$ cat config.mk
export PLATFORM = sky130hd
export DESIGN_NAME = pfiform_pop_unpacker
export DESIGN_NICKNAME = d
export VERILOG_FILES = /design/src/rtl/pfiform_pop_unpacker.sv
export SDC_FILE = /design/constraint.sdc
export NUM_CORES = 1
export LEC_CHECK = 0
export ABC_AREA = 1
export CAP_MARGIN = 5
export CORE_MARGIN = 3
export CORE_UTILIZATION = 50
export DETAILED_ROUTE_END_ITERATION = 8
export HOLD_SLACK_MARGIN = 0.06
export PLACE_DENSITY = 0.79
export SLEW_MARGIN = 20
export SYNTH_ARGS = -nofsm -noshare
export SYNTH_HDL_FRONTEND = slang
export SYNTH_SLANG_ARGS = --single-unit
$ cat constraint.sdc
create_clock -name i_core_clk -period 22.1 [get_ports i_core_clk]
set_clock_uncertainty 0.1 [all_clocks]
set_input_delay 4.42 -clock i_core_clk [delete_from_list [all_inputs] [get_ports i_core_clk]]
set_output_delay 4.42 -clock i_core_clk [all_outputs]
set_load 0.02 [all_outputs]
$ cat src/rtl/pfiform_pop_unpacker.sv
// pfiform_pop_unpacker
// Pop-side consumer for the PFIFORM variable-width element FIFO. Pops whole
// words of (PopAmout+1) elements into a two-slot ping-pong buffer and replays
// them one element per cycle on a valid/ready stream.
// Optional build macro: PFIFORM_UNPACK_ERR_EN enables the sticky o_proto_err
// detector (PopEnable seen while PopPermit is low). Without it o_proto_err is 0.
//
// Handshakes: a beat moves only on a cycle where both sides agree. On the pop
// side that is PopEnable=1 with PopPermit=1; on the element side it is
// o_elem_valid=1 with i_elem_ready=1. While valid is high and ready is low,
// o_elem and o_elem_last hold stable; valid never drops without an accept.
module pfiform_pop_unpacker #(
    parameter int ELEM_W = 6,
    parameter int ELEM_N = 32,
    parameter int CNT_W  = 5
) (
    input  logic                     i_core_clk,
    input  logic                     i_rx_rstn,
    input  logic [CNT_W-1:0]         i_cfg_amount,
    output logic [CNT_W-1:0]         PopAmout,
    output logic                     PopPermit,
    input  logic                     PopEnable,
    input  logic [ELEM_W*ELEM_N-1:0] PopData,
    output logic [ELEM_W-1:0]        o_elem,
    output logic                     o_elem_valid,
    input  logic                     i_elem_ready,
    output logic                     o_elem_last,
    output logic                     o_proto_err
);

    localparam int BUS_W = ELEM_W * ELEM_N;

    logic [BUS_W-1:0]  slot_q [2];
    logic [BUS_W-1:0]  slot_d [2];
    logic [CNT_W-1:0]  tag_q  [2];
    logic [CNT_W-1:0]  tag_d  [2];
    logic [1:0]        occ_q, occ_d;
    logic              wp_q, wp_d;
    logic              rp_q, rp_d;
    logic [CNT_W-1:0]  idx_q, idx_d;
    logic [CNT_W-1:0]  amount_q, amount_d;
    logic              permit_q, permit_d;
    // Low only on the first cycle out of reset, so PopAmout picks up the config then.
    logic              loaded_q, loaded_d;

    logic              transfer;
    logic              elem_valid;
    logic              elem_last;
    logic              accept;
    logic              slot_free;
    logic [ELEM_W-1:0] elems [ELEM_N];

    assign transfer   = PopEnable & permit_q;
    assign elem_valid = (occ_q != 2'd0);
    assign elem_last  = elem_valid & (idx_q == tag_q[rp_q]);
    assign accept     = elem_valid & i_elem_ready;
    assign slot_free  = accept & elem_last;

    // Split the slot being read into addressable elements.
    for (genvar g = 0; g < ELEM_N; g++) begin : g_elem
        assign elems[g] = slot_q[rp_q][g*ELEM_W +: ELEM_W];
    end

    // Output is forced to zero while empty so it reads 0 out of reset.
    assign o_elem       = elem_valid ? elems[idx_q] : '0;
    assign o_elem_valid = elem_valid;
    assign o_elem_last  = elem_last;
    assign PopAmout     = amount_q;
    assign PopPermit    = permit_q;

    // Next-state: slot write on transfer, element walk on accept, occupancy and permit.
    always_comb begin
        slot_d   = slot_q;
        tag_d    = tag_q;
        wp_d     = wp_q;
        rp_d     = rp_q;
        idx_d    = idx_q;
        amount_d = amount_q;
        loaded_d = 1'b1;

        if (transfer) begin
            slot_d[wp_q] = PopData;
            tag_d[wp_q]  = amount_q;
            wp_d         = ~wp_q;
        end

        if (accept) begin
            if (elem_last) begin
                idx_d = '0;
                rp_d  = ~rp_q;
            end else begin
                idx_d = idx_q + 1'b1;
            end
        end

        occ_d    = occ_q + {1'b0, transfer} - {1'b0, slot_free};
        permit_d = (occ_d < 2'd2);

        if (!loaded_q || transfer) begin
            amount_d = i_cfg_amount;
        end
    end

    // Control state: pointers, occupancy, tags, amount and permit.
    always_ff @(posedge i_core_clk or negedge i_rx_rstn) begin
        if (!i_rx_rstn) begin
            tag_q[0] <= '0;
            tag_q[1] <= '0;
            occ_q    <= '0;
            wp_q     <= 1'b0;
            rp_q     <= 1'b0;
            idx_q    <= '0;
            amount_q <= '0;
            permit_q <= 1'b0;
            loaded_q <= 1'b0;
        end else begin
            tag_q[0] <= tag_d[0];
            tag_q[1] <= tag_d[1];
            occ_q    <= occ_d;
            wp_q     <= wp_d;
            rp_q     <= rp_d;
            idx_q    <= idx_d;
            amount_q <= amount_d;
            permit_q <= permit_d;
            loaded_q <= loaded_d;
        end
    end

    // Slot data needs no reset: it is only observed while occupancy marks it valid.
    always_ff @(posedge i_core_clk) begin
        slot_q[0] <= slot_d[0];
        slot_q[1] <= slot_d[1];
    end

`ifdef PFIFORM_UNPACK_ERR_EN
    logic err_q, err_d;

    // Sticky flag for a pop attempt while permit is withheld.
    always_comb begin
        err_d = err_q | (PopEnable & ~permit_q);
    end

    // Error flag register, cleared only by reset.
    always_ff @(posedge i_core_clk or negedge i_rx_rstn) begin
        if (!i_rx_rstn) begin
            err_q <= 1'b0;
        end else begin
            err_q <= err_d;
        end
    end

    assign o_proto_err = err_q;
`else
    assign o_proto_err = 1'b0;
`endif

endmodule
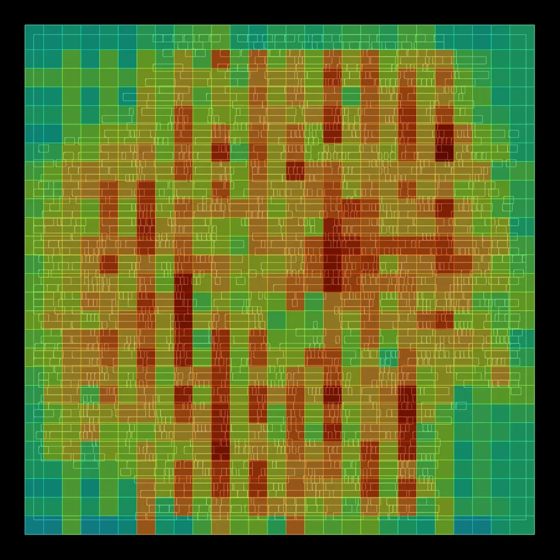
(images/final_congestion.png)
met3 Usage GRT: 3.63%
global routing usage summed across all routing layers: 23.5%
core utilization of the finished layout: 62.4%

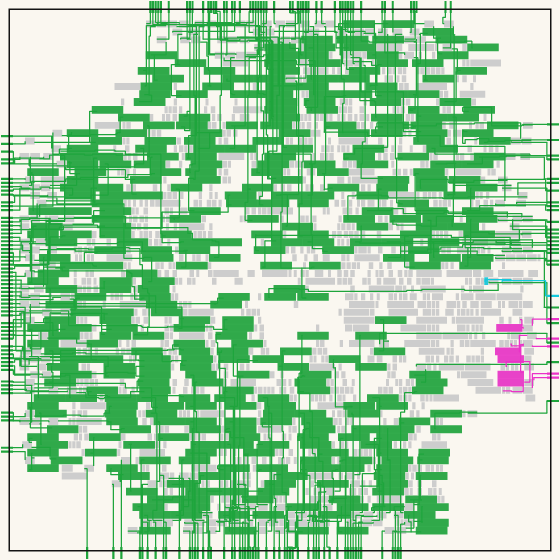
(images/port_nets.png)
| color | port | bits | direction | edge | end cells | buffers | wire |
|---|---|---|---|---|---|---|---|
| cyan | `i_elem_ready` | 1 | input | right | 1 | 1 | 31.8 um |
| magenta | `PopAmout` | 5 | output | right | 5 | 5 | 94.2 um |
| green | `PopData` | 192 | input | 60 left, 55 bottom, 52 top, 25 right | 384 | 192 | 10500 um |

==> summary.rpt <==
PHYSICAL IMPLEMENTATION REPORT
----------------------------------------------------
[Status]
  Result of the run ........................ complete, no violations

[Run]
  OpenROAD warning count ........................ 32
  Max-Cap Viols ........................ 0

[Routing]
  Routed length per placed instance ........................ 20.3 um
  Residual antenna-violating net count after detailed routing ........................ 0
  Total number of vias ........................ 11400
  Number of vias per cell after detailed routing ........................ 5.52

[Critical path]
  Cells along the critical path ........................ inv_6 > buf_4 > nand2_1 > nand3_1 > nand3_1 > nand2_1 > nand2_1 > nand3_1 > nand3_1 > a21oi_1 > clkdlybuf4s50_1
  Crit Path Category ........................ reg -> out
  Crit path launch type ........................ register
  Dominant cell type by count on the critical path ........................ sky130_fd_sc_hd__nand3_1
  CP max stage delay ........................ 0.92 ns
  Critical path's slowest cell ........................ sky130_fd_sc_hd__buf_4
  Count of buffer and inverter cells on the critical path ........................ 3
  Worst-path maximum fanout ........................ 102
  Setup slack of the worst register-to-register path ........................ 17.90 ns
  Type of element capturing the critical path ........................ output port
  Critical Path Start ........................ rp_q$_DFFE_PN0P_

[Floorplan]
  Die span in x ........................ 189 um
  Starting density of the core ........................ 50.9%
  Floorplan die area ........................ 35500 um2
  Core box area ........................ 32700 um2

[Worst hold path]
  Worst min-delay path endpoint ........................ tag_q[2]$_DFFE_PN0P_
  Number of cells traversed by the worst hold path ........................ 2

[Power and ir drop]
  Total power after layout ........................ 0.00270 W
  Leak pwr ........................ 7.59 nW
  Combinational power ........................ 0.000884 W
  Top Consumer ........................ sequential cells
  Portion of total power attributed to the clock network ........................ 26.0%
  Internal power ........................ 0.00171 W
  Combinational Power Share ........................ 32.8%
  Flop pwr share ........................ 41.2%
  PD cells ........................ 132 nW/um2
  Net switching fraction of the power ........................ 36.5%

[Finish]
  Non-clock inverter count in the final layout ........................ 20
  Count of flip-flops and latches ........................ 410
  Top library cells by usage in the layout, fill and taps aside ........................ 519 x sky130_fd_sc_hd__nand2_1, 384 x sky130_fd_sc_hd__edfxtp_1, 327 x sky130_fd_sc_hd__nand3_1
  Top Registers ........................ slot_q x384, tag_q x10
  Flip-flop count of the largest register after layout ........................ 384
  Number of clock buffer instances in the layout ........................ 53
  Top class by area ........................ registers
  Count of placed standard cells in the final layout, fillers left out ........................ 2074
  Most flop-heavy register ........................ slot_q
  Sequential cell area ........................ 12200 um2

[Clocking]
  Number of clock buffers inserted by TritonCTS ........................ 43
  Clock latency reported for the late side of the worst-skew pair ........................ 0.54 ns
  Number of buffers added to fix hold violations after cts ........................ 0
  Cts repair resizes ........................ 0
  Longest Clk Path Bufs ........................ 3
  H-Tree Depth ........................ 2
  Root buf cell ........................ sky130_fd_sc_hd__clkbuf_16

[Logic synthesis]
  Mapped Avg Cell Area ........................ 11.8 um2
  Post-synthesis share of cell area spent on and, or, nand and nor gates ........................ 21.9%
  Syn. warnings ........................ 0
  Post-synthesis compound-gate area fraction ........................ 0.781%
  Cell total in the yosys stat output ........................ 1413
  Synth Area in XOR/XNOR ........................ 0.473%
  Syn Std Cell Area ........................ 16700 um2
  Synth area leaders ........................ sky130_fd_sc_hd__edfxtp_1 69%, sky130_fd_sc_hd__nand2_1 12%, sky130_fd_sc_hd__nand3_1 9.8%
  Unique cell types ........................ 22
  Area fraction in full adders, half adders and majority gates ........................ 0.225%

[Placement]
  Cell count after placement ........................ 1994
  Setup slack at placement ........................ 13.50 ns
  Buffers on Ports ........................ 214
  Area post-placement ........................ 19000 um2
  HPWL after detailed placement ........................ 25800 um
  GPL Wtd Cong ........................ 0.802

[Final timing]
  Hold slack ........................ 0.390 ns
  Final critical-path share of the clock period ........................ 42.0%
  Setup repair after global routing missed its margin ........................ no
  Highest clock rate ........................ 0.108 GHz
  Min cycle time layout ........................ 9.29 ns

[GRT]
  Gr ovfl total ........................ 0

----------------------------------------------------
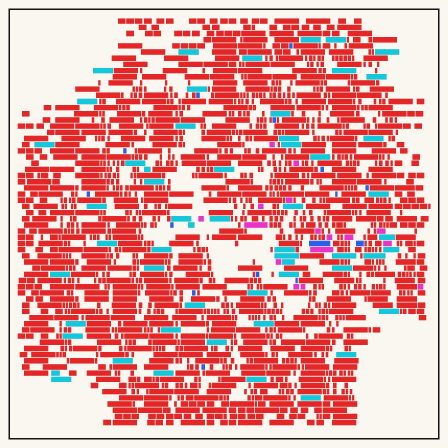
(images/drive_strength.png)
| color | size | cells | most used |
|---|---|---|---|
| blue | drive 2 | 15 | clkinv_2 |
| magenta | drive 3 to 4 | 16 | buf_4 |
| red | drive 1 or less | 1546 | nand2_1 |
| cyan | drive 6 and up | 55 | clkbuf_16 |
number of buffers other than clock buffers in the final layout: 226
Non-Filler Cell Area, Final: 20400 um2
worst path setup slack after routing: 12.81 ns
Area growth, synth to finish: 22.4%

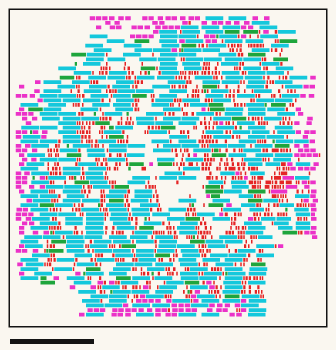
(images/cell_classes.png)
Bar = 50 um.
| color | class | cells | share of their area |
|---|---|---|---|
| green | clock drivers and dummy loads | 79 | 7.0% |
| cyan | flip-flops | 410 | 61% |
| red | all other logic | 917 | 20% |
| magenta | other buffers and delay cells | 226 | 11% |
Std-Cell Rows: 66
share of cell area taken by flip-flops and latches: 59.8%

## cells in the mapped netlist, drive strengths merged
| library cell | instances |
|---|---|
| a21oi | 9 |
| buf | 67 |
| clkbuf | 19 |
| clkinv | 1 |
| conb | 2 |
| dfrtp | 26 |
| edfxtp | 384 |
| ha | 3 |
| inv | 19 |
| nand2 | 519 |
| nand3 | 328 |
| nor2 | 10 |
| o21ai | 17 |
| xnor2 | 2 |
| xor2 | 7 |
## routing by layer
metal / wire length [um] / track usage, % / vias to the layer above
met5: 0 / 0 / -
met4: 1060 / 6.62 / 0
met3: 3460 / 3.63 / 72
met2: 20600 / 38.1 / 597
met1: 17100 / 33.4 / 5469
li1: - / - / 5307
Power figures rest on the tool's default switching activity, not on a simulated workload.
